### Signal wires on met1, run 1

The bar under the picture is 20 um long.
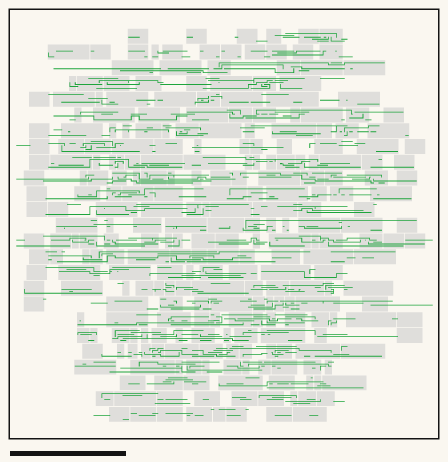
### Signal wires on met2, run 1

The bar under the picture is 20 um long.
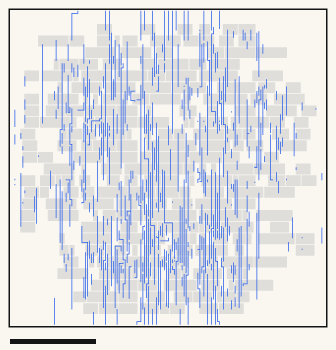
### Met3 routing, run 1

The bar under the picture is 20 um long.
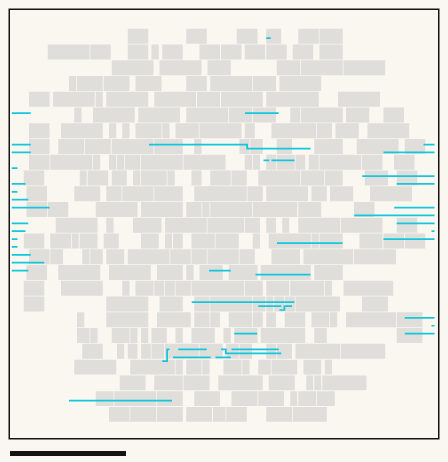
### src/rtl/clps_tx_serializer.sv
// MSB-first parallel-to-serial stage feeding the CLPS transmit pad; sends an idle word when no data is offered.
// Optional PRBS7 test source is built in only when CLPS_SER_PRBS_EN is defined.
module clps_tx_serializer #(
    parameter int unsigned WORD_W       = 32,
    parameter logic [31:0] IDLE_PATTERN = 32'hF0F0_F0F0
) (
    input  logic              ClkBitRate,
    input  logic              rst_b,
    input  logic              Enable,
    input  logic [WORD_W-1:0] WordIn,
    input  logic              WordValid,
    output logic              WordReady,
    output logic              SerOut,
    output logic              TxEn,
    output logic              FrameStart,
    output logic              FrameIsData,
    output logic [15:0]       WordCnt,
    input  logic              PrbsMode
);

    // state       | meaning
    // MODE_NORMAL | words/idle loaded at each boundary and shifted out
    // MODE_PRBS   | PRBS7 bits on SerOut, handshake closed, counter keeps framing
    typedef enum logic {
        MODE_NORMAL = 1'b0,
        MODE_PRBS   = 1'b1
    } mode_t;

    localparam int unsigned       CNT_W     = $clog2(WORD_W);
    localparam logic [CNT_W-1:0]  CNT_LAST  = CNT_W'(WORD_W - 1);
    localparam logic [WORD_W-1:0] IDLE_WORD = WORD_W'(IDLE_PATTERN);

    mode_t             mode, mode_nxt;
    logic [WORD_W-1:0] sh, sh_nxt;
    logic [CNT_W-1:0]  cnt, cnt_nxt;
    logic              tx_en;
    logic              frame_start, fs_nxt;
    logic              frame_is_data, fid_nxt;
    logic [15:0]       word_cnt, wc_nxt;
    logic              boundary;
    logic              prbs_entry;

`ifdef CLPS_SER_PRBS_EN
    logic [6:0] lfsr, lfsr_nxt, lfsr_cur;

    assign prbs_entry = boundary && (mode == MODE_NORMAL) && PrbsMode;
`else
    logic unused_prbs;

    assign unused_prbs = PrbsMode;
    assign prbs_entry  = 1'b0;
`endif

    assign boundary  = Enable && (cnt == CNT_LAST);
    assign WordReady = boundary && (mode == MODE_NORMAL) && !prbs_entry;

    always_comb begin
        mode_nxt = mode;
        sh_nxt   = sh;
        cnt_nxt  = cnt;
        fs_nxt   = 1'b0;
        fid_nxt  = frame_is_data;
        wc_nxt   = word_cnt;
`ifdef CLPS_SER_PRBS_EN
        lfsr_nxt = lfsr;
        // The seed is applied on the entry edge itself so the first bit out is seed[6].
        lfsr_cur = (mode == MODE_NORMAL) ? 7'h7F : lfsr;
`endif
        if (!Enable) begin
            mode_nxt = MODE_NORMAL;
            sh_nxt   = '0;
            cnt_nxt  = CNT_LAST;
            fid_nxt  = 1'b0;
        end else begin
            cnt_nxt = boundary ? '0 : cnt + CNT_W'(1);
`ifdef CLPS_SER_PRBS_EN
            if (boundary) begin
                mode_nxt = PrbsMode ? MODE_PRBS : MODE_NORMAL;
            end
            if (mode_nxt == MODE_PRBS) begin
                sh_nxt   = {lfsr_cur[6], {(WORD_W-1){1'b0}}};
                lfsr_nxt = {lfsr_cur[5:0], lfsr_cur[6] ^ lfsr_cur[5]};
                fid_nxt  = 1'b0;
            end else
`endif
            if (boundary) begin
                fs_nxt = 1'b1;
                if (WordValid && WordReady) begin
                    sh_nxt  = WordIn;
                    fid_nxt = 1'b1;
                    wc_nxt  = word_cnt + 16'd1;
                end else begin
                    sh_nxt  = IDLE_WORD;
                    fid_nxt = 1'b0;
                end
            end else begin
                sh_nxt = sh << 1;
            end
        end
    end

    always_ff @(posedge ClkBitRate) begin
        if (!rst_b) begin
            mode          <= MODE_NORMAL;
            sh            <= '0;
            cnt           <= CNT_LAST;
            tx_en         <= 1'b0;
            frame_start   <= 1'b0;
            frame_is_data <= 1'b0;
            word_cnt      <= '0;
`ifdef CLPS_SER_PRBS_EN
            lfsr          <= '0;
`endif
        end else begin
            mode          <= mode_nxt;
            sh            <= sh_nxt;
            cnt           <= cnt_nxt;
            tx_en         <= Enable;
            frame_start   <= fs_nxt;
            frame_is_data <= fid_nxt;
            word_cnt      <= wc_nxt;
`ifdef CLPS_SER_PRBS_EN
            lfsr          <= lfsr_nxt;
`endif
        end
    end

    assign SerOut      = sh[WORD_W-1];
    assign TxEn        = tx_en;
    assign FrameStart  = frame_start;
    assign FrameIsData = frame_is_data;
    assign WordCnt     = word_cnt;

endmodule

### config.mk
export PLATFORM = sky130hd
export DESIGN_NAME = clps_tx_serializer
export DESIGN_NICKNAME = d
export VERILOG_FILES = /design/src/rtl/clps_tx_serializer.sv
export SDC_FILE = /design/constraint.sdc
export NUM_CORES = 1
export LEC_CHECK = 0
export CAP_MARGIN = 20
export CORE_MARGIN = 2
export CORE_UTILIZATION = 42
export CTS_CLUSTER_DIAMETER = 80
export DETAILED_ROUTE_END_ITERATION = 10
export GPL_TIMING_DRIVEN = 0
export PLACE_DENSITY = 0.74
export SETUP_SLACK_MARGIN = 0.3
export SYNTH_ARGS = -nofsm -noshare
export SYNTH_HDL_FRONTEND = slang
export SYNTH_SLANG_ARGS = --single-unit
export TNS_END_PERCENT = 30
### constraint.sdc
create_clock -name ClkBitRate -period 1.8 [get_ports ClkBitRate]
set_input_delay 0.27 -clock ClkBitRate [delete_from_list [all_inputs] [get_ports ClkBitRate]]
set_output_delay 0.27 -clock ClkBitRate [all_outputs]
set_load 0.02 [all_outputs]
==> results_dict.tcl, run 1 <==
# collected from the flow reports
set metrics [dict create \
    status "finished with violations" \
    violations "negative setup slack" \
    yosysChipArea_mm2 0.00205 \
    final_net_count 316 \
    synthFlopType "dfxtp_1" \
    die_area_mm2 0.00546 \
    yosys.area_share.xor_xnor 0.0512 \
    aoi_share 0.180 \
    ys_sh_mux 0.00488 \
    reg2reg_depth 7 \
    topCellsByArea "dfxtp_1, o221a_2, a22oi_1, nor2_1, xnor2_1" \
    top_area_frac 0.546 \
    timing.rr.end "WordCnt[13]$_SDFFE_PN0P_" \
    cts.clk_slew.worst_paths_ps 100 \
    track_usage 0.187 \
    synth-edff-count 0 \
    diodes 0 \
    netlist_area_mm2 0.00205 \
    crit_family "simple AND/OR/NAND/NOR gates" \
    crit_end "WordCnt[13]$_SDFFE_PN0P_" \
    route.met2.wl_um 2360 \
    postSynthSeqShare 0.546 \
    dpl_worst_slack_ps -373 \
    simple_gate_area_frac 0.165 \
    cts.repair.resized 33 \
    clock.latency.late_pin_ps 310 \
    wl_per_cell_um 14.8 \
    finish.utilization 0.680 \
    ctsHoldBuffers 0 \
    ir_worst_vdd_uv 498 \
    cts_buffers 5 \
    post_cts_buffers 3 \
    tns_ps -21.0 \
    timing.hold.ws_ps 480 \
    slowest_delay_ps 480 \
    hold-path-cell-count 1 \
    io_buffers 56 \
    place_area_mm2 0.00281 \
    crit_chain "ha_4, and3_4, ha_4, nand3_4, nor2_4, or4b_4, a21oi_2" \
    worst_slack_ps -21.0 \
    die_h_um 73.9 \
    chipWidth_um 73.9 \
    cp.buffers_inverters 0 \
    most_common_cell "dfxtp_1" \
    synth_stat.cells 202 \
    drive_gt1_frac 0.314 \
    ys_types 28 \
    hold_class "reg2reg" \
    hp-start "cnt[0]$_SDFF_PN1_" \
    finalCriticalPeriod_ps 1820 \
    cts_tree "built" \
    worstPathMaxFanout 6 \
    fp_util 0.434 \
    first_pass_iters 4 \
    setup_viol 1 \
]
Back to the opening pictures, 'Signal wires on met1':
277 nets have wire on it. The layer carries 2410 um of wire. The layer holds 47% of the routed length. The longest straight run is 29.4 um. The wires run mostly horizontal.

Back to the opening pictures, 'Signal wires on met2':
The layer carries 2360 um of wire. The wires run mostly vertical.

Back to the opening pictures, 'Met3 routing':
The layer carries 253 um of wire. The wires run mostly horizontal. The layer holds 5.0% of the routed length.

-- run 1: flip-flops by register name (all words and copies together), names as in the netlist --
register     count
FrameStart       1
sh              32
FrameIsData      1
TxEn             1
WordCnt         16
cnt              5
-- run 1: power breakdown --
part	leakage [nW]	internal (mW)	switching (mW)
registers	0.460	1.28	0.0254
logic	0.950	0.214	0.174
clock network	0.0447	0.278	0.411
-- run 1: layout make-up --
class,count,area [um^2],share of cell area
Tap cell,67,83.8,0.0261
Timing Repair Buffer,67,697,0.217
Clock buffer,5,68.8,0.0214
Sequential cell,56,1140,0.356
Multi-Input combinational cell,127,1060,0.330
Clock inverter,3,22.5,0.00701
Buffer,11,105,0.0327
Inverter,8,30.0,0.00935
-- run 1: layout by cell type, fill, tap and decap left out, types with 3 or more instances in the layout --
| master | netlist | final |
|---|---|---|
| a21oi_1 | 6 | 4 |
| a22oi_1 | 15 | 7 |
| a22oi_2 | 0 | 8 |
| buf_4 | 0 | 9 |
| buf_6 | 0 | 3 |
| clkbuf_8 | 0 | 7 |
| clkdlybuf4s50_1 | 0 | 40 |
| dfxtp_1 | 56 | 46 |
| dfxtp_2 | 0 | 6 |
| dfxtp_4 | 0 | 4 |
| dlymetal6s2s_1 | 0 | 15 |
| inv_1 | 8 | 7 |
| nand2_1 | 8 | 6 |
| nand3_1 | 6 | 4 |
| nand4_1 | 4 | 4 |
| nor2_1 | 28 | 27 |
| o21ai_0 | 6 | 6 |
| o221a_2 | 16 | 16 |
| xnor2_1 | 10 | 9 |
-- run 1: routing by layer --
metal	vias to the layer above	global-route usage
met2	62	0.269
met3	6	0.0398
li1	883	-
met4	0	0.0606
met5	-	0
met1	850	0.278
==> run 2, diff against run 1 <==
- CTS_CLUSTER_DIAMETER: 80 -> 50
### Routing congestion, run 2

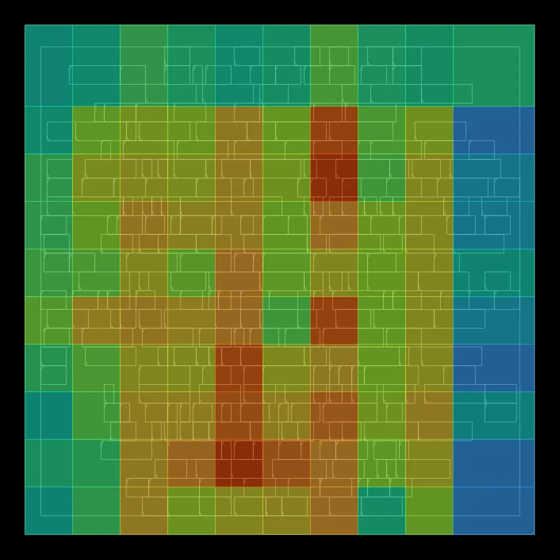
GR Util All Layers: 0.187
final core utilization: 0.680

### Pin map, run 2

The bar under the picture is 20 um long. Pins as bars across the die edge, other pins in gray.
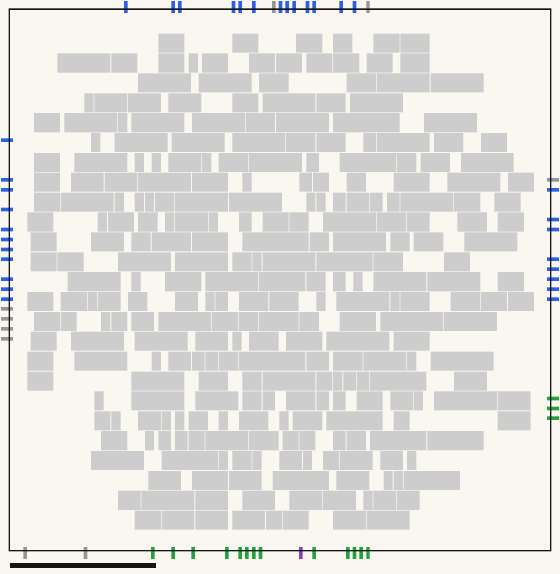
Key: blue = WordIn [pins 32, direction input, edge 13 top, 11 left, 8 right]; purple = WordValid [pins 1, direction input, edge bottom]; green = WordCnt [pins 16, direction output, edge 13 bottom, 3 right]
die height: 73.9 um
width of the die: 73.9 um
# port buffers: 56

### Met3 routing, run 2

The bar under the picture is 20 um long.
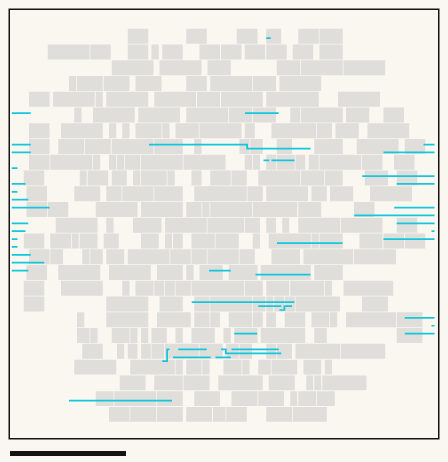
The wires run mostly horizontal. The longest straight run is 17.5 um. 40 nets have wire on it. The layer holds 5.0% of the routed length. The layer carries 253 um of wire.

==> results_dict.tcl, run 2 <==
# collected from the flow reports
set metrics [dict create \
    status "finished with violations" \
    violations "negative setup slack" \
    synth-edff-count 0 \
    top_power_group "sequential cells" \
    cp.buffers_inverters 0 \
    wl_per_cell_um 14.8 \
    crit_chain "ha_4, and3_4, ha_4, nand3_4, nor2_4, or4b_4, a21oi_2" \
    p_sw_frac 0.256 \
    clock.latency.late_pin_ps 310 \
    most_common_cell "dfxtp_1" \
    largest_register "sh" \
    powerComb_uw 387 \
    slowest_delay_ps 480 \
    cts.clk_slew.worst_paths_ps 100 \
    pwr-share-seq 0.549 \
    ir_worst_vdd_uv 498 \
    drive_gt1_frac 0.314 \
    diodes 0 \
    largest_reg_flops 32 \
    layout_top_cells "dfxtp_1, clkdlybuf4s50_1, nor2_1" \
    setup_viol 1 \
    pwr-share-comb 0.162 \
    worst_slack_ps -21.0 \
    final_net_count 316 \
    ys_types 28 \
    worstPathMaxFanout 6 \
    p_switching_uw 611 \
    crit_family "simple AND/OR/NAND/NOR gates" \
    ctsHoldBuffers 0 \
    netlist_area_mm2 0.00205 \
    dpl_worst_slack_ps -373 \
    first_pass_iters 4 \
    p_clk_frac 0.289 \
    die_area_mm2 0.00546 \
    p_int_mw 1.77 \
    hold_class "reg2reg" \
    pg_clk_uw 689 \
    timing.hold.ws_ps 480 \
    cts_buffers 5 \
    cts_tree "built" \
    topCellsByArea "dfxtp_1, o221a_2, a22oi_1, nor2_1, xnor2_1" \
    fp_util 0.434 \
    yosysChipArea_mm2 0.00205 \
    synth_stat.cells 202 \
]
-- run 2: cell counts after synthesis --
Identical to the previous run, type by type.
-- run 2: what timing repair did --
action,in CTS,in global routing
setup endpoints to repair,74,75
resized,33,32
gates cloned,1,0
pin swaps,5,19
buffers inserted,3,7
-- run 2: logic make-up after synthesis --
family          count (synthesis)  share of synthesized area
fa+ha+maj                       3                     0.0183
xor+xnor                       12                     0.0512
mux                             1                    0.00488
flops                          56                      0.546
simple gates                   66                      0.165
buf+inv                        19                     0.0348
compound gates                 45                      0.180
-- run 2: through the flow --
stage / cell area, um^2 / TNS, ps / util
global route: 3210 / -280 / 0.680
finish: 3210 / -21.0 / 0.680
floorplan: 2170 / 0 / -
detailed placement: 2810 / -5020 / 0.596
global placement: 2810 / -4580 / 0.596
CTS: 3050 / 0 / 0.646
-- run 2: routing by layer --
metal  up-vias  part of all wire  global-route usage
li1        883                 -                   -
met1       850              0.47               0.278
met2        62              0.46               0.269
met3         6             0.050              0.0398
met4         0             0.011              0.0606
met5         -                 0                   0
-- run 2: worst paths after layout --
kind | from | end | cells past startpoint
max | cnt[1]$_SDFF_PN1_ | WordCnt[13]$_SDFFE_PN0P_ | 7
min | cnt[0]$_SDFF_PN1_ | cnt[0]$_SDFF_PN1_ | 1
max reg2reg | cnt[1]$_SDFF_PN1_ | WordCnt[13]$_SDFFE_PN0P_ | 7
min reg2reg | cnt[0]$_SDFF_PN1_ | cnt[0]$_SDFF_PN1_ | 1
-- run 2: layout make-up --
class                           count  area (um^2)
Clock buffer                        5         68.8
Timing Repair Buffer               67          697
Inverter                            8         30.0
Clock inverter                      3         22.5
Tap cell                           67         83.8
Sequential cell                    56         1140
Buffer                             11          105
Fill cell                         352         1510
Multi-Input combinational cell    127         1060
### Signal wires on met1, run 2

The bar under the picture is 20 um long.
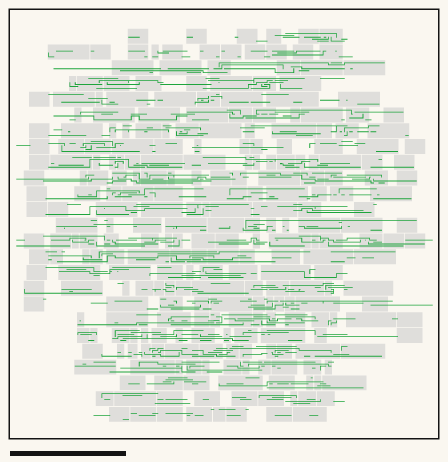

==> run 3, diff against run 2 <==
- MAX_ROUTING_LAYER: default -> met4
### Signal wires on met1, run 3

The bar under the picture is 20 um long.
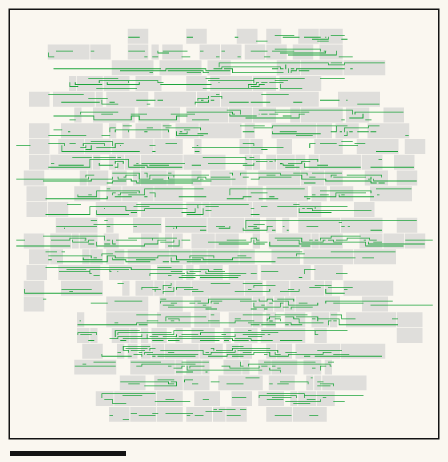
The layer holds 47% of the routed length. 277 nets have wire on it. The layer carries 2400 um of wire. The wires run mostly horizontal. The longest straight run is 32.2 um.
final WL: 5050 um
Vias: 1784

### Pin map, run 3

The bar under the picture is 20 um long. Pins as bars across the die edge, other pins in gray.
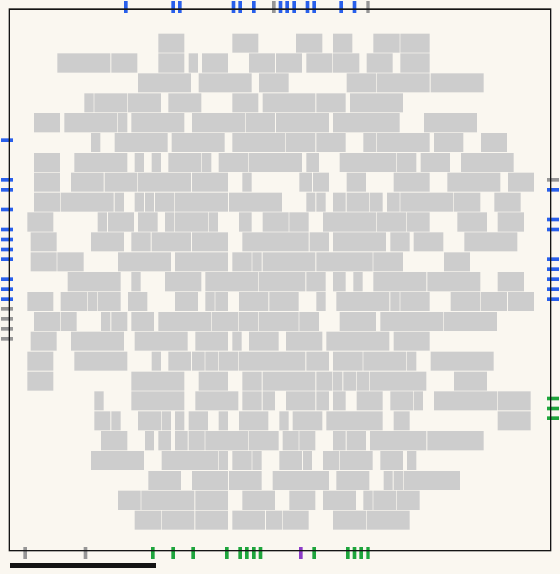
Key: blue = WordIn [pins 32, direction input, edge 13 top, 11 left, 8 right]; green = WordCnt [pins 16, direction output, edge 13 bottom, 3 right]; purple = WordValid [pins 1, direction input, edge bottom]
All pins by edge: 16 bottom, 15 left, 15 top, 12 right.

### Signal wires on met2, run 3

The bar under the picture is 20 um long.
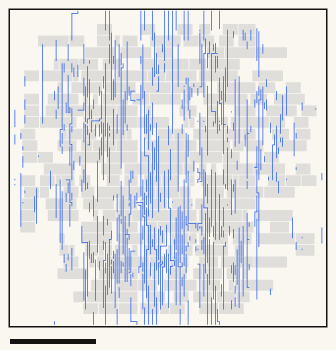
270 nets have wire on it. The wires run mostly vertical. The layer carries 2350 um of wire. The longest straight run is 28.6 um. The layer holds 47% of the routed length.
M2 GR Usage: 0.269

==> results_dict.tcl, run 3 <==
# collected from the flow reports
set metrics [dict create \
    numSynthFlops 56 \
    cts.repair.resized 33 \
    syn_area_per_cell_um2 10.2 \
    ys_async_sr_fraction 0 \
    timing.hold.ws_ps 480 \
    grt_max_degree 19 \
    place_area_mm2 0.00281 \
    final_net_count 316 \
    die_area_mm2 0.00546 \
    route.met2.wl_um 2350 \
    io_buffers 56 \
    crit_required_ps 2050 \
    viasPerCell 5.19 \
    ys_types 28 \
    hold_class "reg2reg" \
    fp_util 0.434 \
    diodes 0 \
    fin_area_mm2 0.00321 \
    ir_worst_vdd_uv 498 \
    top_usage_layer "met1" \
    num_io_pins 58 \
    tns_ps -21.2 \
    post_cts_buffers 3 \
    top_layer "met4" \
    cp_data_arrival_time_ps 2070 \
    synthFlopType "dfxtp_1" \
    yosysWarnings 0 \
    netlist_area_mm2 0.00205 \
    synth-edff-count 0 \
    most_common_cell "dfxtp_1" \
    dr_wl_met3_um 234 \
    cts.clk_slew.worst_paths_ps 90 \
    largest_reg_flops 32 \
    rsz0062_at_grt "yes" \
    syn_nets 242 \
    worst_slack_ps -21.2 \
    yosysChipArea_mm2 0.00205 \
    cts_buffers 5 \
    rows 25 \
    n_fill_cell 353 \
    track_usage 0.194 \
    cts.sink_count 56 \
    grt_pass1_wl_um 7790 \
    finish.utilization 0.679 \
    cts_tree "built" \
    first_pass_iters 4 \
    fin_skew_ps 8.54 \
    setup_viol 1 \
    worstPathMaxFanout 6 \
    topCellsByArea "dfxtp_1, o221a_2, a22oi_1, nor2_1, xnor2_1" \
    largest_register "sh" \
    m1WireLength_um 2400 \
    netlist_instances 202 \
    synth_stat.cells 202 \
    antenna_left 0 \
    violations "negative setup slack" \
    drive_gt1_frac 0.314 \
    finalCriticalPeriod_ps 1820 \
    fmax_mhz 549 \
    tightest_slew_ps 476 \
    ctsHoldBuffers 0 \
    chipWidth_um 73.9 \
    wl_per_cell_um 14.7 \
    drt_iter0_markers 147 \
    powerDensity_mw_per_mm2 742 \
    clock.latency.late_pin_ps 310 \
    die_h_um 73.9 \
    status "finished with violations" \
    grtUsageMet1 0.278 \
    coreArea_mm2 0.00472 \
    postSynthSeqShare 0.546 \
    hold_viol_final 0 \
    grt_use_met3 0.0521 \
    layout_top_cells "dfxtp_1, clkdlybuf4s50_1, nor2_1" \
    place_congestion 0.883 \
    dpl_worst_slack_ps -373 \
    dpl.hpwl_um 3250 \
    cts_root_buffer "clkbuf_8" \
]
[run 3: cell counts after synthesis]
No cell type changed its count.
[run 3: kinds of logic after synthesis]
logic type	count (synthesis)	share of synthesized area
AND/OR/NAND/NOR	66	0.165
flip-flops	56	0.546
AND-OR/OR-AND	45	0.180
buffers and inverters	19	0.0348
XOR/XNOR	12	0.0512
adder cells (fa/ha/maj)	3	0.0183
multiplexers	1	0.00488
[run 3: critical path, cell delays in order (launching register included)]
cell and delay, ps:
dfxtp_2 370, ha_4 140, and3_4 190, ha_4 180, nand3_4 130, nor2_4 150, or4b_4 480, a21oi_2 120
[run 3: final timing paths]
path                     startpoint                  endpoint  slack, ps  depth (start not counted)
setup / recovery  cnt[1]$_SDFF_PN1_  WordCnt[13]$_SDFFE_PN0P_        -20                          7
hold / removal    cnt[0]$_SDFF_PN1_         cnt[0]$_SDFF_PN1_        480                          1
setup reg to reg  cnt[1]$_SDFF_PN1_  WordCnt[13]$_SDFFE_PN0P_        -20                          7
hold reg to reg   cnt[0]$_SDFF_PN1_         cnt[0]$_SDFF_PN1_        480                          1
[run 3: cell type report]
| cell class | instances | area [um^2] | area share |
|---|---|---|---|
| buffer | 11 | 105 | 0.0328 |
| clock buffer | 5 | 68.8 | 0.0215 |
| clock inverter | 3 | 22.5 | 0.00702 |
| inverter | 8 | 30.0 | 0.00936 |
| multi-input combinational | 127 | 1060 | 0.330 |
| sequential | 56 | 1140 | 0.356 |
| tap | 67 | 83.8 | 0.0261 |
| timing repair buffer | 67 | 694 | 0.216 |
[run 3: where the power goes]
| part | internal, mW | leakage, nW | switching [mW] |
|---|---|---|---|
| Combinational | 0.214 | 0.932 | 0.173 |
| Clock | 0.278 | 0.0447 | 0.409 |
| Sequential | 1.28 | 0.460 | 0.0249 |
| Total | 1.77 | 1.44 | 0.608 |
Power is estimated from default activity; no workload was simulated.
